### Gate-type map, run 1

Scale: 6 px per um.
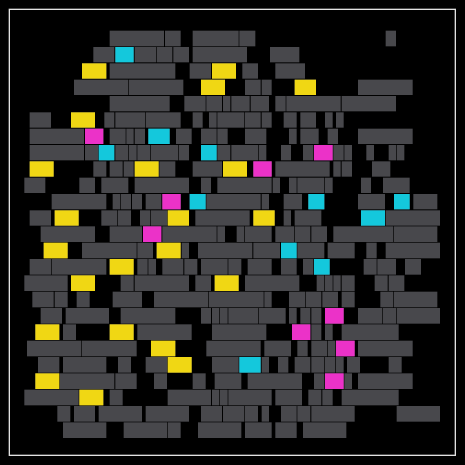
### A small window of the routed layout, run 1

Window x 22 to 52, y 37 to 67 um. Cells in grey, sequential cells in the stronger grey; small squares are vias.
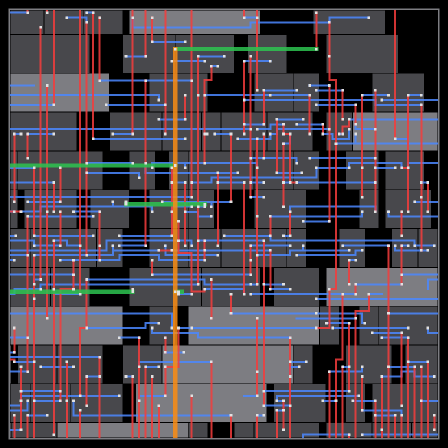
### Routing congestion map, run 1

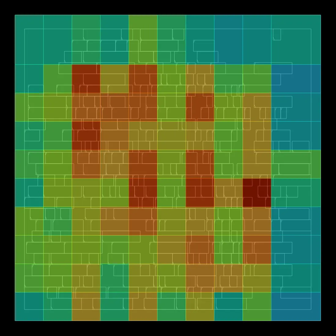
==> src/rtl/raycast_draw_pkg.sv <==
// Shared definitions for the raycaster drawing blocks: FSM state encoding,
// screen geometry defaults, the palette and the wall-height clamp helper.
package raycast_draw_pkg;

    typedef enum logic [1:0] {
        S_IDLE = 2'd0,
        S_LOAD = 2'd1,
        S_DRAW = 2'd2,
        S_DONE = 2'd3
    } state_t;

    localparam int SCREEN_W = 160;
    localparam int SCREEN_H = 120;

    localparam logic [2:0] CEIL_COLOUR  = 3'b001;
    localparam logic [2:0] WALL_COLOUR  = 3'b100;
    localparam logic [2:0] FLOOR_COLOUR = 3'b010;
    localparam logic [2:0] SHADE_COLOUR = 3'b101;

    // A projected height taller than the screen is drawn as a full-height wall.
    function automatic logic [6:0] clamp_height(input logic [6:0] size, input logic [6:0] limit);
        logic [6:0] h;
        if (size > limit) begin
            h = limit;
        end else begin
            h = size;
        end
        return h;
    endfunction

endpackage

==> src/rtl/draw_column_slice_bounds.sv <==
// slice_bounds: combinational vertical placement of one wall slice.
// Produces the first wall row (top) and the exclusive last wall row (bot).
module slice_bounds #(
    parameter int SCREEN_H = raycast_draw_pkg::SCREEN_H
) (
    input  logic [6:0] i_slice_size,
    output logic [6:0] o_top,
    output logic [6:0] o_bot
);
    import raycast_draw_pkg::*;

    logic [6:0] w_h;
    logic [6:0] w_space;

    // Centre the clamped wall; the odd leftover row falls to the floor.
    always_comb begin
        w_h     = clamp_height(i_slice_size, 7'(SCREEN_H));
        w_space = 7'(SCREEN_H) - w_h;
        o_top   = {1'b0, w_space[6:1]};
        o_bot   = o_top + w_h;
    end

endmodule

==> src/rtl/draw_column_slice.sv <==
// draw_column_slice: plots one screen column (ceiling, wall, floor) into the
// VGA adapter, one pixel per clock. Build option WALL_SHADE_EN enables side shading.
module draw_column_slice #(
    parameter int SCREEN_W = raycast_draw_pkg::SCREEN_W,
    parameter int SCREEN_H = raycast_draw_pkg::SCREEN_H
) (
    input  logic       clock,
    input  logic       resetn,
    input  logic       start,
    input  logic [7:0] column,
    input  logic [6:0] slice_size,
    input  logic       wall_side,
    output logic [7:0] vga_x,
    output logic [6:0] vga_y,
    output logic [2:0] vga_colour,
    output logic       plot,
    output logic       busy,
    output logic       done
);
    import raycast_draw_pkg::*;

    state_t     r_state;
    state_t     w_next;
    logic [6:0] r_y_cnt;
    logic [6:0] r_top;
    logic [6:0] r_bot;
    logic [6:0] r_size;
    logic [7:0] r_col;
    logic [6:0] w_top;
    logic [6:0] w_bot;
    logic       w_last;
    logic [2:0] w_wall_colour;

    slice_bounds #(.SCREEN_H(SCREEN_H)) u_bounds (
        .i_slice_size (r_size),
        .o_top        (w_top),
        .o_bot        (w_bot)
    );

    assign w_last = (r_y_cnt == 7'(SCREEN_H - 1));

`ifdef WALL_SHADE_EN
    logic r_side;

    // Wall side is captured with the column so it cannot change mid-draw.
    always_ff @(posedge clock or negedge resetn) begin
        if (!resetn) begin
            r_side <= 1'b0;
        end else if ((r_state == S_IDLE) && start) begin
            r_side <= wall_side;
        end
    end

    assign w_wall_colour = r_side ? SHADE_COLOUR : WALL_COLOUR;
`else
    logic w_unused_side;
    assign w_unused_side = wall_side;
    assign w_wall_colour = WALL_COLOUR;
`endif

    // State register.
    always_ff @(posedge clock or negedge resetn) begin
        if (!resetn) begin
            r_state <= S_IDLE;
        end else begin
            r_state <= w_next;
        end
    end

    // Column latch, bounds capture and row counter.
    always_ff @(posedge clock or negedge resetn) begin
        if (!resetn) begin
            r_y_cnt <= 7'd0;
            r_top   <= 7'd0;
            r_bot   <= 7'd0;
            r_size  <= 7'd0;
            r_col   <= 8'd0;
        end else begin
            case (r_state)
                S_IDLE: begin
                    if (start) begin
                        r_col  <= column;
                        r_size <= slice_size;
                    end
                end
                S_LOAD: begin
                    r_top   <= w_top;
                    r_bot   <= w_bot;
                    r_y_cnt <= 7'd0;
                end
                S_DRAW: begin
                    if (!w_last) begin
                        r_y_cnt <= r_y_cnt + 7'd1;
                    end
                end
                default: begin
                    r_y_cnt <= r_y_cnt;
                end
            endcase
        end
    end

    // Next-state decode; an off-screen column skips straight to completion.
    always_comb begin
        w_next = r_state;
        case (r_state)
            S_IDLE: begin
                if (start) begin
                    w_next = S_LOAD;
                end else begin
                    w_next = S_IDLE;
                end
            end
            S_LOAD: begin
                if (r_col >= 8'(SCREEN_W)) begin
                    w_next = S_DONE;
                end else begin
                    w_next = S_DRAW;
                end
            end
            S_DRAW: begin
                if (w_last) begin
                    w_next = S_DONE;
                end else begin
                    w_next = S_DRAW;
                end
            end
            S_DONE:  w_next = S_IDLE;
            default: w_next = S_IDLE;
        endcase
    end

    // Adapter outputs, decoded from state and registers only.
    always_comb begin
        plot       = 1'b0;
        done       = 1'b0;
        busy       = (r_state != S_IDLE);
        vga_x      = 8'd0;
        vga_y      = 7'd0;
        vga_colour = 3'b000;
        case (r_state)
            S_DRAW: begin
                plot  = 1'b1;
                vga_x = r_col;
                vga_y = r_y_cnt;
                if (r_y_cnt < r_top) begin
                    vga_colour = CEIL_COLOUR;
                end else if (r_y_cnt < r_bot) begin
                    vga_colour = w_wall_colour;
                end else begin
                    vga_colour = FLOOR_COLOUR;
                end
            end
            S_DONE: begin
                done = 1'b1;
            end
            default: begin
                plot = 1'b0;
            end
        endcase
    end

endmodule

==> config.mk <==
export PLATFORM = sky130hd
export DESIGN_NAME = draw_column_slice
export DESIGN_NICKNAME = d
export VERILOG_FILES = /design/src/rtl/raycast_draw_pkg.sv /design/src/rtl/draw_column_slice_bounds.sv /design/src/rtl/draw_column_slice.sv
export SDC_FILE = /design/constraint.sdc
export NUM_CORES = 1
export LEC_CHECK = 0
export CORE_MARGIN = 2
export CORE_UTILIZATION = 48
export DETAILED_ROUTE_END_ITERATION = 12
export GPL_ROUTABILITY_DRIVEN = 0
export PLACE_DENSITY = 0.76
export SYNTH_ARGS = -nofsm -noshare
export SYNTH_HDL_FRONTEND = slang
export SYNTH_SLANG_ARGS = --single-unit
==> constraint.sdc <==
create_clock -name clock -period 2.6 [get_ports clock]
set_input_delay 0.52 -clock clock [delete_from_list [all_inputs] [get_ports clock]]
set_output_delay 0.52 -clock clock [all_outputs]
set_load 0.05 [all_outputs]
==> results.toml, run 1 <==
# synthesis and place-and-route metrics
[outcome]
run_status = "completed"

[layout]
n_antenna_cell = 0
nets = 330
fraction_of_final_layout_cells_with_drive_strength_greater_than_1_pct = 29.7
final_instance_area_mm2 = 0.00329
areaGrowthSynthToFinish_pct = 39.7

[synthesis]
synthTopCellsByCount = "37 x dfrtp_1, 22 x ha_1, 19 x mux2_2"
floorplan.nets = 276
top_logic_kind = "simple AND/OR/NAND/NOR gates"
synthMuxAreaShare_pct = 10.3
simple_gate_area_share_pct = 15.2
yosys_warnings = 0
yosys.area_share.xor_xnor_pct = 3.34
topCellsByArea = "dfrtp_1 39%, ha_1 12%, mux2_2 9.1%"
netlist.top_cell.by_area = "dfrtp_1"
post-synth-top-area-fraction_pct = 39.3
syn-instance-count = 235
post_synth_ao_oa_area_fraction_pct = 14.5
synth_adder_area_share_pct = 11.7
yosys.cell_count.top_type = "dfrtp_1"
synth.lib_cells_used.distinct = 48

[clock_network]
clkSinkCount = 37
clock_tree.htree_level_count = 2
cts_root_buf = "clkbuf_8"
holdBufCountCts = 0
max_root_sink_buffers = 2
clkTransAtPathRegs_ns = 0.07
cts_made_buffers = 5
postCtsSetupRepairBufs = 1

[worst_setup_path]
critical_path.startpoint_type = "flip-flop"
path_cells = "buf_6 > ha_4 > a21o_1 > a21oi_2 > o21a_1 > a2111oi_4 > clkbuf_16"
slowest_stage = "dfrtp_1"
critical_path.max_fanout = 2
cp.buffers_inverters = 2
critical-path-top-delay-family = "AND-OR/OR-AND gates"
critPathCaptureType = "primary output"
crit_required_ns = 2.08
setup_crit_path_kind = "reg2out"

[timing]
slew_headroom_pct = 43.8
post-route-min-period_ns = 2.57
timing.fmax_mhz = 389
report.final.slew_viol_count = 0
final-hold-violation-count = 0
timing.final.crit_share_pct = 99.0
worst_margin_slew_ns = 0.842
finalSetupViolations = 0

[detailed_routing]
met1Wirelength_um = 2270
antenna_left = 0
drt-pass1-iter-count = 4
routed_wire_length_on_met2_um = 2580
drc_violation_total_after_the_first_tritonroute_iteration = 141
detailroute.via_count = 1876
remaining_drc_errors = 0

[global_routing]
antenna_found_initial = 0
grt_pass1_vias = 1854

[power]
power.static_leakage_nw = 1.48
ir_worst_vdd_uv = 929
design_power_total_mw = 4.76
power_per_cell_area_mw_per_mm2 = 1450

[placement]
hpwl_um = 3570
total_instance_count_after_detailed_placement = 341
placement.setup.worst_slack_ns = 0.0881
port_buffers = 38

[run]
max_cap_violations = 0

[floorplan]
die_height_um = 74.1
area_of_the_core_mm2 = 0.00472
fp-row-count = 25
number_of_top_level_pins = 40
## Picture notes: 'Gate-type map'
colour	family	cells	most used
yellow	mux cells	22	mux2_2
cyan	non-inverting ao/oa cells	11	a21o_1
magenta	xor and xnor cells	9	xnor2_1
most frequent standard cell in the layout excluding fill and tap cells: dfrtp_1
multi-input logic portion of the cell area: 41.9%
non-filler cells, final: 357

## Picture notes: 'A small window of the routed layout'
colour	layer
orange	M4
blue	M1
red	M2
green	M3
most frequent	dfrtp_1 (8), buf_4 (7)
sequential cells in the window	8
netlist names of flops here include	`r_top` (4), `r_bot` (2), `r_size` (2)
cells with their middle in the window	72

## Picture notes: 'Routing congestion map'
layer with the highest usage after global routing: met2
global-route met3 utilization: 5.15%
global routing usage summed across all routing layers: 20.7%

-- run 1: final timing paths --
kind                                              from  cells past startpoint                      to  slack, ns
worst min register to register    r_col[3]$_DFFE_PN0P_                      1    r_col[3]$_DFFE_PN0P_       0.50
worst max-delay path            r_y_cnt[1]$_DFFE_PN0P_                      7           vga_colour[2]       0.03
worst max register to register   r_size[6]$_DFFE_PN0P_                     11    r_bot[6]$_DFFE_PN0P_       0.07
min in group clock                r_col[3]$_DFFE_PN0P_                      1    r_col[3]$_DFFE_PN0P_       0.50
worst min-delay path                            resetn                      1    r_bot[4]$_DFFE_PN0P_       0.33
max in group asynchronous                       resetn                      1  r_y_cnt[3]$_DFFE_PN0P_       1.69
-- run 1: where the power goes --
part	switching (mW)	leakage [nW]	internal, mW
registers	0.184	0.446	0.850
logic	1.70	0.978	1.52
clock network	0.199	0.0585	0.313
-- run 1: cell usage in the layout, fill, tap and decap left out, types with 3 or more instances in the layout --
cell type	instances
and2_1	15
buf_12	16
mux2i_1	3
a21oi_1	3
ha_1	19
inv_1	17
o21ai_0	14
nor2b_1	3
clkdlybuf4s50_1	18
dfrtp_1	35
nor2_1	7
nand2_2	3
nand3_1	11
a21o_1	5
buf_4	22
clkbuf_8	6
a21oi_2	3
xnor2_1	7
mux2_2	19
nand2_1	12
-- run 1: area by class of cell --
class / instances / area (um^2) / area share, %
clock buffer: 7 / 86.3 / 2.62
inverter: 18 / 67.6 / 2.05
timing repair buffer: 60 / 718 / 21.8
tap: 67 / 83.8 / 2.54
clock inverter: 1 / 30.0 / 0.912
sequential: 37 / 928 / 28.2
multi-input combinational: 167 / 1380 / 41.9
-- run 1: state kept, by name (all words and copies together), names as in the netlist --
signal,cells
r_state,2
r_size,7
r_top,6
r_y_cnt,7
r_bot,7
r_col,8
--- run 2 (diff from run 1) ---
--- a/config.mk
+++ b/config.mk
@@ -5,11 +5,13 @@
 export SDC_FILE = /design/constraint.sdc
 export NUM_CORES = 1
 export LEC_CHECK = 0
+export ABC_CLOCK_PERIOD_IN_PS = 3050
 export CORE_MARGIN = 2
-export CORE_UTILIZATION = 48
+export CORE_UTILIZATION = 57
 export DETAILED_ROUTE_END_ITERATION = 12
 export GPL_ROUTABILITY_DRIVEN = 0
-export PLACE_DENSITY = 0.76
+export MAX_ROUTING_LAYER = met4
+export PLACE_DENSITY = 0.85
 export SYNTH_ARGS = -nofsm -noshare
 export SYNTH_HDL_FRONTEND = slang
 export SYNTH_SLANG_ARGS = --single-unit
==> constraint.sdc (replaced) <==
create_clock -name clock -period 3.05 [get_ports clock]
set_input_delay 0.61 -clock clock [delete_from_list [all_inputs] [get_ports clock]]
set_output_delay 0.61 -clock clock [all_outputs]
set_load 0.05 [all_outputs]
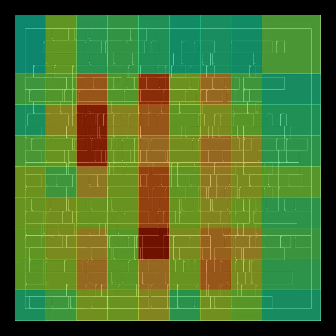
*Routing congestion map, run 2*
met2 Resource Use GR: 35.8%
post-route core utilization: 72.9%
global-route met3 utilization: 4.11%
global routing usage summed across all routing layers: 22.9%

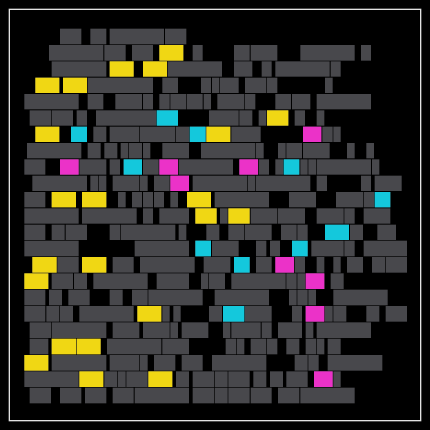
*Gate-type map, run 2*
Scale: 6 px per um.
colour	family	cells	most used
cyan	non-inverting ao/oa cells	11	a21o_1
magenta	xor and xnor cells	9	xnor2_1
yellow	mux cells	22	mux2_2
non-filler cells, final: 325
multi-input logic portion of the cell area: 44.9%

==> results.toml, run 2 <==
# synthesis and place-and-route metrics
[layout]
layout.cells.most_common = "dfrtp_1"
sequential_cell_area_um2 = 926
seqAreaFraction_pct = 31.7
areaGrowthSynthToFinish_pct = 23.7
layout_top_cells = "37 x dfrtp_1, 33 x clkdlybuf4s50_1, 21 x ha_1"
fraction_of_final_layout_cells_with_drive_strength_greater_than_1_pct = 15.3
combinational_gate_area_mm2 = 0.00131
num-multi-input-gates = 167
layout.area.top_class = "multi-input combinational cells"
inv_count = 18
n_clock_buffer = 6
n_antenna_cell = 0
layout.nonclk_buf_share_pct = 14.8
nonClockBufferCount = 45
numSequentialCells = 37
max_flop_register = "r_col"

[synthesis]
topCellsByArea = "dfrtp_1 39%, ha_1 12%, mux2_2 9.1%"
simple_gate_area_share_pct = 15.2
syn-instance-count = 235
ys_seq_elements = 37
yosys.cell_count.top_type = "dfrtp_1"
synth_adder_area_share_pct = 11.7
post-synth-top-area-fraction_pct = 39.3
synthTopCellsByCount = "37 x dfrtp_1, 22 x ha_1, 19 x mux2_2"
top_logic_kind = "simple AND/OR/NAND/NOR gates"
yosys_warnings = 0
yosys.area_share.xor_xnor_pct = 3.34
netlist.top_cell.by_area = "dfrtp_1"
synth.lib_cells_used.distinct = 48
post_synth_ao_oa_area_fraction_pct = 14.5

[detailed_routing]
drt-pass1-iter-count = 4
detailroute.via_count = 1785
antenna_left = 0
drc_violation_total_after_the_first_tritonroute_iteration = 139
remaining_drc_errors = 0

[global_routing]
antenna_found_initial = 0
top_usage_layer = "met2"
grt_pass1_vias = 1765

[timing]
finalSetupViolations = 0
worst_margin_slew_ns = 0.833
slew_headroom_pct = 44.5
timing.fmax_mhz = 344
report.final.slew_viol_count = 0
final-hold-violation-count = 0
timing.final.crit_share_pct = 95.2

[worst_setup_path]
worstSetupEndpoint = "vga_x[2]"
crit_arrival_ns = 2.29
setup_crit_path_kind = "reg2out"
reg2reg_from = "r_size[5]$_DFFE_PN0P_"
critical_path.startpoint_type = "flip-flop"
worstSetupStartpoint = "r_state[0]$_DFF_PN0_"
slowest_stage = "clkdlybuf4s50_1"
crit-reg2reg-capture = "r_bot[6]$_DFFE_PN0P_"
setup.reg_to_reg.worst_slack_ns = 0.35
crit_required_ns = 2.44

[clock_network]
cts_made_buffers = 5
max_root_sink_buffers = 2
clkTransAtPathRegs_ns = 0.08
clkSinkCount = 37
cts_root_buf = "clkbuf_8"

[floorplan]
die_height_um = 68.3
number_of_top_level_pins = 40

[placement]
port_buffers = 38
hpwl_um = 3290

[run]
max_cap_violations = 0

[power]
power_per_cell_area_mw_per_mm2 = 1210
power.static_leakage_nw = 1.33

[outcome]
run_status = "completed"
==> run 2: repair_timing <==
item,CTS,global route
resized,3,0
setup endpoints to repair,9,0
hold buffers,0,0
==> run 2: layer usage <==
metal | share of wire, % | up-vias
li1 | - | 903
met1 | 47 | 843
met2 | 48 | 35
met3 | 3.4 | 4
met4 | 1.0 | 0
met5 | 0 | -
==> run 2: worst max-delay path: cells and delay by family (launching register included) <==
family	cells	cell delay [ns]
adder cells (fa/ha/maj)	1	0.35
buffers and inverters	3	1.11
flip-flops	1	0.41
AND/OR/NAND/NOR	1	0.13
==> run 2: through the flow <==
step | cells | instance area, um^2 | util, % | worst slack, ns | total power, mW
2_1_floorplan | 235 | 2360 | - | 0.0181 | 2.56
4_1_cts | 325 | 2920 | 72.9 | 0.133 | 3.56
6_report | 325 | 2920 | 72.9 | 0.147 | 3.54
5_1_grt | 325 | 2920 | 72.9 | 0.00555 | 3.81
3_3_place_gp | 317 | 2800 | 69.9 | 0.227 | 3.03
3_5_place_dp | 317 | 2800 | 69.9 | 0.184 | 3.09
==> run 2: worst min path at each step <==
stage | to | slack (ns) | cells past startpoint
final | r_bot[5]$_DFFE_PN0P_ | 0.41 | 1
after global routing | r_bot[5]$_DFFE_PN0P_ | 0.49 | 1
after global placement | r_col[0]$_DFFE_PN0P_ | 0.48 | 1
after CTS | r_bot[5]$_DFFE_PN0P_ | 0.44 | 1
after detailed placement | r_col[2]$_DFFE_PN0P_ | 0.49 | 1
after floorplan | r_bot[0]$_DFFE_PN0P_ | 0.31 | 0
==> run 2: where the power goes <==
part	leakage, nW	switching, mW	internal (mW)
clock network	0.0574	0.184	0.266
registers	0.449	0.199	0.721
logic	0.827	1.24	0.933
total	1.33	1.62	1.92
--- run 3 (diff from run 2) ---
--- a/config.mk
+++ b/config.mk
@@ -7,11 +7,12 @@
 export LEC_CHECK = 0
 export ABC_CLOCK_PERIOD_IN_PS = 3050
 export CORE_MARGIN = 2
-export CORE_UTILIZATION = 57
+export CORE_UTILIZATION = 59
+export CTS_BUF_LIST = sky130_fd_sc_hd__clkbuf_4
 export DETAILED_ROUTE_END_ITERATION = 12
 export GPL_ROUTABILITY_DRIVEN = 0
 export MAX_ROUTING_LAYER = met4
-export PLACE_DENSITY = 0.85
+export PLACE_DENSITY = 0.87
 export SYNTH_ARGS = -nofsm -noshare
 export SYNTH_HDL_FRONTEND = slang
 export SYNTH_SLANG_ARGS = --single-unit
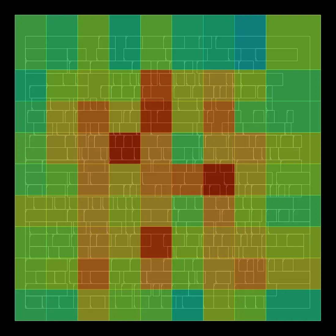
*Routing congestion map, run 3*
global-route met3 utilization: 7.00%
per-cell routed wire length: 14.4 um
met2 Resource Use GR: 40.6%
global routing usage summed across all routing layers: 24.6%
met1 global-route usage: 29.2%

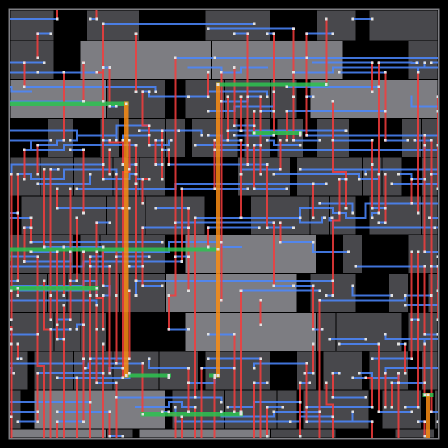
*A small window of the routed layout, run 3*
Window x 19 to 49, y 32 to 62 um. Cells in grey, sequential cells in the stronger grey; small squares are vias.
colour	layer
red	M2
green	M3
blue	M1
orange	M4
sequential cells in the window	8
most frequent	inv_1 (8), dfrtp_1 (8), ha_1 (7)
cells with their middle in the window	75
netlist names of flops here include	`r_bot` (3), `r_top` (3), `r_size` (2)

==> results.toml, run 3 <==
# synthesis and place-and-route metrics
[outcome]
run_status = "completed"

[detailed_routing]
routed_wire_length_on_met2_um = 2340
drt-total-wl_um = 4670
drt-pass1-iter-count = 4
routed-wl-met3_um = 178
dr.max_layer_used = "met4"
detailroute.via_count = 1820
met1Wirelength_um = 2090
antenna_left = 0
drc_violation_total_after_the_first_tritonroute_iteration = 80
remaining_drc_errors = 0

[placement]
hpwl_um = 3470
total_instance_count_after_detailed_placement = 316
postPlaceCellArea_mm2 = 0.00281
port_buffers = 38
placement.setup.worst_slack_ns = 0.134

[worst_setup_path]
critPathCaptureType = "primary output"
crit_arrival_ns = 2.28
reg2reg_from = "r_size[5]$_DFFE_PN0P_"
critical_path.startpoint_type = "flip-flop"
setup.reg_to_reg.worst_slack_ns = 0.26
r2r.worst_path.cells = 11
critical_path.max_fanout = 11
setup_crit_path_kind = "reg2out"
crit-reg2reg-capture = "r_bot[6]$_DFFE_PN0P_"
crit_required_ns = 2.44

[layout]
layout_top_cells = "37 x dfrtp_1, 22 x ha_1, 22 x clkdlybuf4s50_1"
layout.cells.most_common = "dfrtp_1"
max_flop_register = "r_col"
sequential_cell_area_um2 = 926
fraction_of_final_layout_cells_with_drive_strength_greater_than_1_pct = 14.9
fin_cells = 324
utilization_pct = 76.6
nets = 316
flip_flop_count_of_the_largest_register_after_layout = 8
final_instance_area_mm2 = 0.00287
combinational_gate_area_mm2 = 0.00131
n_antenna_cell = 0

[power]
design_power_total_mw = 3.40
power_per_cell_area_mw_per_mm2 = 1180
power.static_leakage_nw = 1.37
ir_worst_vdd_uv = 749

[clock_network]
cts_made_buffers = 5
clkTransAtPathRegs_ns = 0.11
postCtsSetupRepairBufs = 0
holdBufCountCts = 0
clock_tree_from_tritoncts = "yes"
clock_tree.htree_level_count = 2
cts_root_buf = "clkbuf_4"
clkSinkCount = 37
max_root_sink_buffers = 2

[min_path]
worst_min_delay_path_class = "reg2reg"
min_to = "r_col[1]$_DFFE_PN0P_"
worst_hold_launch = "r_col[1]$_DFFE_PN0P_"
hold-path-cell-count = 1

[floorplan]
fp-row-count = 22
die_height_um = 67.2
number_of_top_level_pins = 40
area_of_the_core_mm2 = 0.00374

[timing]
post-route-min-period_ns = 2.89
timing.fmax_mhz = 346
timing.final.crit_share_pct = 94.8
timing.final.ws_setup_ns = 0.160
final-hold-violation-count = 0
worst_margin_slew_ns = 0.621
slew_headroom_pct = 58.5
worst_slack_on_hold_paths_ns = 0.509
finalSetupViolations = 0
report.final.slew_viol_count = 0

[synthesis]
syn-instance-count = 235
ys_seq_elements = 37
netlist.top_cell.by_area = "dfrtp_1"
floorplan.nets = 276
yosys_warnings = 0
yosys.cell_count.top_type = "dfrtp_1"
synthTopCellsByCount = "37 x dfrtp_1, 22 x ha_1, 19 x mux2_2"
synth.lib_cells_used.distinct = 48
topCellsByArea = "dfrtp_1 39%, ha_1 12%, mux2_2 9.1%"

[global_routing]
grt_pass1_vias = 1879
top_usage_layer = "met2"
antenna_found_initial = 0

[run]
max_cap_violations = 0
stage_log_warnings = 32
-- run 3: cell types whose count changed in the layout (fill, tap and decap cells not counted), moves of 5 or more --
cell / change
clkdlybuf4s50_1: -11
dlygate4sd2_1: +10
clkbuf_8: -6
clkbuf_4: +5
-- run 3: area by class of cell --
class                           instances  area share [%]
Multi-Input combinational cell        167            45.5
Sequential cell                        37            32.3
Timing Repair Buffer                   46            15.0
Inverter                               18            2.35
Tap cell                               48            2.09
Clock inverter                          3            1.44
Clock buffer                            5            1.31
-- run 3: cells by family after synthesis --
group,count (synthesis),synth area share (%)
AND-OR/OR-AND,48,14.5
flip-flops,37,39.3
XOR/XNOR,9,3.34
AND/OR/NAND/NOR,66,15.2
multiplexers,22,10.3
adder cells (fa/ha/maj),22,11.7
buffers and inverters,31,5.62
-- run 3: worst max-delay path, cell delays in order, from the launching register on --
cell and delay, ns:
dfrtp_1 0.42, inv_1 0.12, ha_1 0.38, and2_1 0.21
clkdlybuf4s50_1 0.81
-- run 3: power by group --
part	internal (mW)	leakage (nW)	switching, mW
sequential	0.719	0.449	0.197
clock	0.170	0.0389	0.175
combinational	0.888	0.882	1.25
total	1.78	1.37	1.62
-- run 3: timing repair --
item                                    in CTS  in global routing
endpoints found under the setup margin      13                  3
gates resized                               13                  3
pin swaps                                    0                  1
-- run 3: worst max path at each step --
stage                                 from            end  slack (ns)
global placement    r_y_cnt[4]$_DFFE_PN0P_  vga_colour[1]        0.22
floorplan             r_state[0]$_DFF_PN0_  vga_colour[2]        0.02
finish                r_state[0]$_DFF_PN0_       vga_y[4]        0.16
global route        r_y_cnt[1]$_DFFE_PN0P_  vga_colour[2]        0.02
detailed placement  r_y_cnt[4]$_DFFE_PN0P_  vga_colour[1]        0.13
CTS                 r_y_cnt[4]$_DFFE_PN0P_  vga_colour[1]        0.01
Power and IR drop assume default switching activity.
